Drive-strength map:
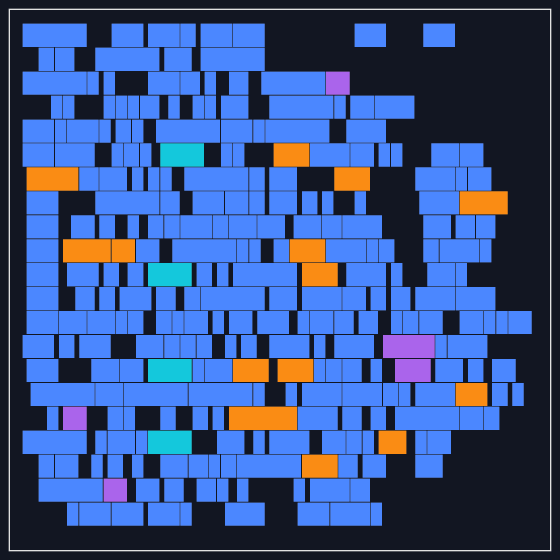
Metal 3:
Cells faint in the background.
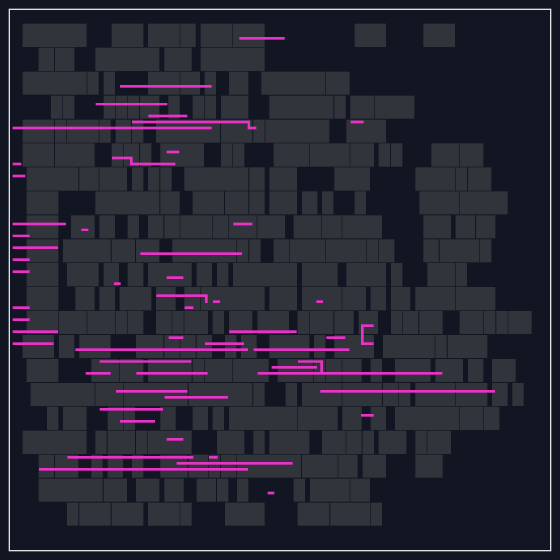
Routing congestion map:
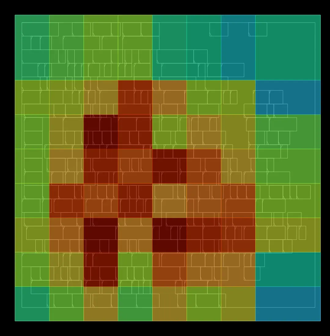
`src/rtl/pwm_pkg.sv`:
```
// pwm_pkg: shared state/command encodings and default ramp constants; PWM_RAMP_BREATHE_EN adds the breathing states.
package pwm_pkg;
    localparam int DEF_PERIOD = 100;
    localparam int DEF_STEP   = 5;
    typedef enum logic [1:0] {
        MODE_SET  = 2'b00,
        MODE_RAMP = 2'b01,
        MODE_BRTH = 2'b10,
        MODE_STOP = 2'b11
    } mode_t;
    typedef enum logic [1:0] {
        IDLE,
        RAMP
`ifdef PWM_RAMP_BREATHE_EN
        , BRTH_UP,
        BRTH_DN
`endif
    } state_t;
endpackage

```
`src/rtl/pwm_step_sat.sv`:
```
// pwm_step_sat: one saturating duty step toward a limit, flagging when the limit is reached.
module pwm_step_sat #(
    parameter int DW   = 8,
    parameter int STEP = 5
) (
    input  logic [DW-1:0] cur,
    input  logic [DW-1:0] lim,
    input  logic          up,
    output logic [DW-1:0] nxt,
    output logic          reached
);
    logic [DW:0] c, l, s;
    assign c = {1'b0, cur};
    assign l = {1'b0, lim};
    assign s = up ? c + (DW+1)'(STEP) : c - (DW+1)'(STEP);
    // s[DW] set on the way down means the subtraction wrapped below zero
    assign reached = up ? s >= l : (s[DW] || s <= l);
    assign nxt = reached ? lim : s[DW-1:0];
endmodule

```
`src/rtl/pwm_ramp_ctrl.sv`:
```
// pwm_ramp_ctrl: duty-cycle command controller (SET/RAMP/BREATHE/STOP) stepping on PWM period ticks.
// Define PWM_RAMP_BREATHE_EN to enable breathing; otherwise BREATHE runs as RAMP.
module pwm_ramp_ctrl
    import pwm_pkg::*;
#(
    parameter int PERIOD = DEF_PERIOD,
    parameter int STEP   = DEF_STEP,
    parameter int DW     = 8
) (
    input  logic          clk,
    input  logic          rst,
    input  logic          period_tick,
    input  logic          cmd_valid,
    output logic          cmd_ready,
    input  logic [1:0]    cmd_mode,
    input  logic [DW-1:0] cmd_target,
    output logic [DW-1:0] duty,
    output logic          duty_load,
    output logic          busy,
    output logic          done
);
    state_t state, state_nxt;
    logic [DW-1:0] tgt, tgt_nxt, duty_nxt, clamped, lim, step_nxt;
    logic live, accept, up, reached, done_nxt;
    assign clamped = cmd_target > DW'(PERIOD) ? DW'(PERIOD) : cmd_target;
    assign cmd_ready = live && state != RAMP;
    assign accept = cmd_valid && cmd_ready;
    assign busy = state != IDLE;
`ifdef PWM_RAMP_BREATHE_EN
    assign lim = state == BRTH_DN ? '0 : tgt;
    assign up = state == RAMP ? tgt > duty : state == BRTH_UP;
`else
    assign lim = tgt;
    assign up = tgt > duty;
`endif
    pwm_step_sat #(.DW(DW), .STEP(STEP)) u_step (
        .cur(duty),
        .lim(lim),
        .up(up),
        .nxt(step_nxt),
        .reached(reached)
    );
    always_comb begin
        state_nxt = state;
        tgt_nxt = tgt;
        duty_nxt = duty;
        done_nxt = 1'b0;
        if (accept) begin
            tgt_nxt = clamped;
            // a command arriving mid-breathe completes (aborts) the breathe
            done_nxt = state != IDLE;
            state_nxt = IDLE;
            case (mode_t'(cmd_mode))
                MODE_SET: begin
                    duty_nxt = clamped;
                    done_nxt = 1'b1;
                end
                MODE_STOP: done_nxt = 1'b1;
`ifdef PWM_RAMP_BREATHE_EN
                MODE_BRTH: begin
                    if (clamped == '0) begin
                        duty_nxt = '0;
                        done_nxt = 1'b1;
                    end else begin
                        state_nxt = BRTH_UP;
                    end
                end
`endif
                default: begin
                    if (clamped == duty) done_nxt = 1'b1;
                    else state_nxt = RAMP;
                end
            endcase
        end else if (period_tick && state != IDLE) begin
            duty_nxt = step_nxt;
            if (reached) begin
`ifdef PWM_RAMP_BREATHE_EN
                state_nxt = state == BRTH_UP ? BRTH_DN : state == BRTH_DN ? BRTH_UP : IDLE;
`else
                state_nxt = IDLE;
`endif
                done_nxt = state == RAMP;
            end
        end
    end
    always_ff @(posedge clk) begin
        if (rst) begin
            state <= IDLE;
            duty <= '0;
            tgt <= '0;
            duty_load <= 1'b0;
            done <= 1'b0;
            live <= 1'b0;
        end else begin
            state <= state_nxt;
            duty <= duty_nxt;
            tgt <= tgt_nxt;
            duty_load <= duty_nxt != duty;
            done <= done_nxt;
            live <= 1'b1;
        end
    end
endmodule

```
`config.mk`:
```
export PLATFORM = sky130hd
export DESIGN_NAME = pwm_ramp_ctrl
export DESIGN_NICKNAME = d
export VERILOG_FILES = /design/src/rtl/pwm_pkg.sv /design/src/rtl/pwm_step_sat.sv /design/src/rtl/pwm_ramp_ctrl.sv
export SDC_FILE = /design/constraint.sdc
export NUM_CORES = 1
export LEC_CHECK = 0
export ABC_CLOCK_PERIOD_IN_PS = 6000
export CORE_UTILIZATION = 55
export CTS_BUF_LIST = sky130_fd_sc_hd__clkbuf_8
export CTS_CLUSTER_DIAMETER = 80
export CTS_CLUSTER_SIZE = 16
export DETAILED_ROUTE_END_ITERATION = 8
export PLACE_DENSITY = 0.86
export SETUP_SLACK_MARGIN = 0.1
export SYNTH_ARGS = -nofsm -noshare
export SYNTH_HDL_FRONTEND = slang
export SYNTH_HIERARCHICAL = 1
export SYNTH_SLANG_ARGS = --single-unit
```
`constraint.sdc`:
```
create_clock -name clk -period 6 [get_ports clk]
set_input_delay 1.8 -clock clk [delete_from_list [all_inputs] [get_ports clk]]
set_output_delay 1.8 -clock clk [all_outputs]
set_load 0.005 [all_outputs]
```
==> results.toml <==
# yosys + openroad results
[die]
die_area_um2 = 3765
core_util_floorplan_pct = 57.63
core_area_um2 = 3363
die.size.x_um = 61.36
floorplan.io_pins = 26
rows = 21
die_h_um = 61.36

[detailed_routing]
num_vias = 1958
dr.pass1.iters = 4
dr.first_iter.drc_count = 82
via_per_inst = 6.138
drtAntennaViolNets = 0
wirelength_mm = 5.234
post-route-drc-count = 0

[power]
fin_total_pwr_mw = 0.6380
vdd_ir_drop_max_mv = 0.1671
static-leakage-power_nw = 0.9080
pwr_density_cell_nw_per_um2 = 278.3

[job]
max_cap_viol_count = 0
stage_log_warnings = 26

[clock_network]
tritoncts.num_buffers = 3
cts_root_buffer = "clkbuf_8"
htreeDepth = 1
clock.latency.late_pin_ns = 0.26
clock_tree.buffer_depth = 2
cts.clk_slew.worst_paths_ns = 0.08
post_cts.repair.setup_buffers = 0
cts_tree = "yes"
num_clock_sinks = 20

[synthesis]
postSynthNetCount = 287
synth.yosys.chip_area_um2 = 1938
synth-edff-count = 0
yosysCellCount = 248
ys_seq_elements = 20
ys_seq_share_pct = 20.66
syn_area_um2 = 1938
synthesis.instances = 248
yosysWarningCount = 6
synthesis.area_per_instance_um2 = 7.815
yosys_most_used_dff = "dfxtp_1"
synth.distinct_cells = 51
async_flop_share_pct = 0

[hold_path]
min_path_type = "register to register"

[global_routing]
globalRoute.totalOverflow = 0
grt_max_degree = 16
grt_pass1_wl_mm = 8.562
antenna_violations_before_repair = 0
grt_pass1_vias = 1869

[placed_design]
routabilityCongestion = 0.9029
number_of_port_buffers = 25
dpl_cell_area_um2 = 2232
hpwl_mm = 4.159

[setup_path]
critical_path_required_ns = 6.13
worst_ep_arrival_time_ns = 5.62
cp-start-kind = "register"
critPathMaxFanout = 9
kind_of_end_point_of_the_critical_path = "register"
path_class = "register to register"

[sta]
fmax_mhz = 182.2
final-setup-viol-count = 0
rsz_0062_raised_after_global_routing = "no"
worst_max_slew_pin_slew_ns = 0.6205
slew_violations = 0
post-route-period-util_pct = 91.50
timing.final.crit_period_ns = 5.490
clock-skew-final_ns = 0.003819
setup_total_negative_slack_ns = 0
final-hold-violation-count = 0
slew_headroom_pct = 58.50

[layout]
number_of_inserted_diodes = 0
number_of_nets_at_the_end_of_the_flow = 313
lay_top_count = "nor2_1"
layout.cells.most_common_list = "26 x nor2_1, 25 x inv_1, 25 x clkdlybuf4s50_1"
drive_above_1_share_pct = 8.425
area_delta_synth_final_pct = 18.27
layout.filler_cells = 295
design_area_um2 = 2292
final_core_utilization_pct = 68.15

[status]
status = "completed"
About 'drive-strength map':
Key: blue = x1 and smaller [cells 250]; orange = x2 [cells 14]; purple = x3 and x4 [cells 5]; cyan = x6 and larger [cells 4]

About 'metal 3':
The longest straight run is 23.5 µm. The layer carries 324 µm of wire. The layer holds 6.2% of the routed length. 39 nets have wire on it. The wires run mostly horizontal.

About 'routing congestion map':
GRT Util Overall: 31.10%
Routed WL per cell: 16.41 µm
met2 demand-to-capacity share in global routing: 52.17%
met3 usage: 4.202%
most used routing layer in global routing: met2

-- per-layer routing --
layer,up-vias,GRT usage (%),part of all wire (%)
li1,945,-,-
met3,19,4.202,6.2
met4,0,16.19,3.3
met2,82,52.17,47
met5,-,0,0
met1,912,38.95,43
-- cells in the mapped netlist, types with 3 or more instances --
| master | instances | area share, % |
|---|---|---|
| xor2_1 | 4 | 1.8 |
| a21oi_1 | 21 | 5.4 |
| and3_1 | 5 | 1.6 |
| dfxtp_1 | 20 | 21 |
| a21o_1 | 3 | 1.2 |
| nand3_1 | 7 | 1.8 |
| nor2_1 | 26 | 5.0 |
| o21a_1 | 6 | 2.3 |
| clkbuf_1 | 5 | 0.97 |
| nand2_1 | 19 | 3.7 |
| inv_1 | 25 | 4.8 |
| o21ai_0 | 11 | 2.8 |
| nand2b_1 | 3 | 0.97 |
| a211oi_1 | 7 | 2.7 |
| ha_1 | 24 | 15 |
| xnor2_1 | 9 | 4.1 |
| mux2_2 | 7 | 4.1 |
| nor3_1 | 3 | 0.77 |
| nand4_1 | 3 | 0.97 |
-- metrics by stage --
step / worst slack (ns) / hold slack (ns) / cells
6_report: 0.5103 / 0.5074 / 319
5_1_grt: 0.1634 / 0.5387 / 319
4_1_cts: 0.2888 / 0.5067 / 319
3_5_place_dp: 0.3054 / 0.4926 / 315
3_3_place_gp: 0.4927 / 0.4924 / 315
2_1_floorplan: 0.8072 / 0.4635 / 248
-- final cells by class --
type	instances	area, µm²	area share [%]
flip-flops and latches	20	401.6	17.52
inverters	25	93.84	4.094
well taps	46	57.56	2.511
clock buffers	4	55.05	2.402
multi-input cells	196	1411	61.57
repair buffers	28	272.8	11.90
-- final timing paths --
path	startpoint	slack [ns]	depth (start not counted)	endpoint
hold / removal	lim[3]	0.51	2	lim[3]
setup / recovery	duty[2]	0.51	25	duty_load
setup reg to reg	duty[2]	0.51	25	duty_load
hold reg to reg	lim[3]	0.51	2	lim[3]
-- power by group --
part | internal, mW | switching [mW]
logic | 0.175 | 0.209
registers | 0.140 | 0.00848
clock network | 0.0586 | 0.0474
total | 0.373 | 0.265
-- critical path, cell delays in order (launching register included) --
cell and delay (ns):
dfxtp_1 0.50, inv_1 0.14, ha_1 0.33, and3_1 0.17, nand4_1 0.08, o21ai_0 0.10
a21oi_2 0.25, inv_1 0.18, ha_1 0.34, a211oi_1 0.24, nor2_1 0.09, o21a_1 0.19
o22a_1 0.18, xor2_1 0.17, ha_1 0.32, o21ai_0 0.11, nor2_1 0.11, o22ai_1 0.10
or3_4 0.35, a21oi_4 0.33, mux2_2 0.40, xor2_1 0.15, a21oi_1 0.13, nor2_1 0.05
o41ai_1 0.24, a21oi_1 0.11
-- repair_timing --
action                                  in CTS  in global routing
endpoints found under the setup margin       0                  1
hold buffers                                 0                  0
resized                                      0                  2
-- registers in the layout, indices dropped and copies added, names as in the netlist --
name	count
done	1
duty	8
live	1
lim	8
duty_load	1
state	1
-- cell families after synthesis --
kind of cell	Yosys count	synth area share, %
simple gates	78	19.30
compound gates	72	26.34
buf+inv	32	6.714
fa+ha+maj	25	16.53
flops	20	20.66
xor+xnor	13	5.875
mux	8	4.584
Power figures rest on the tool's default switching activity, not on a simulated workload.
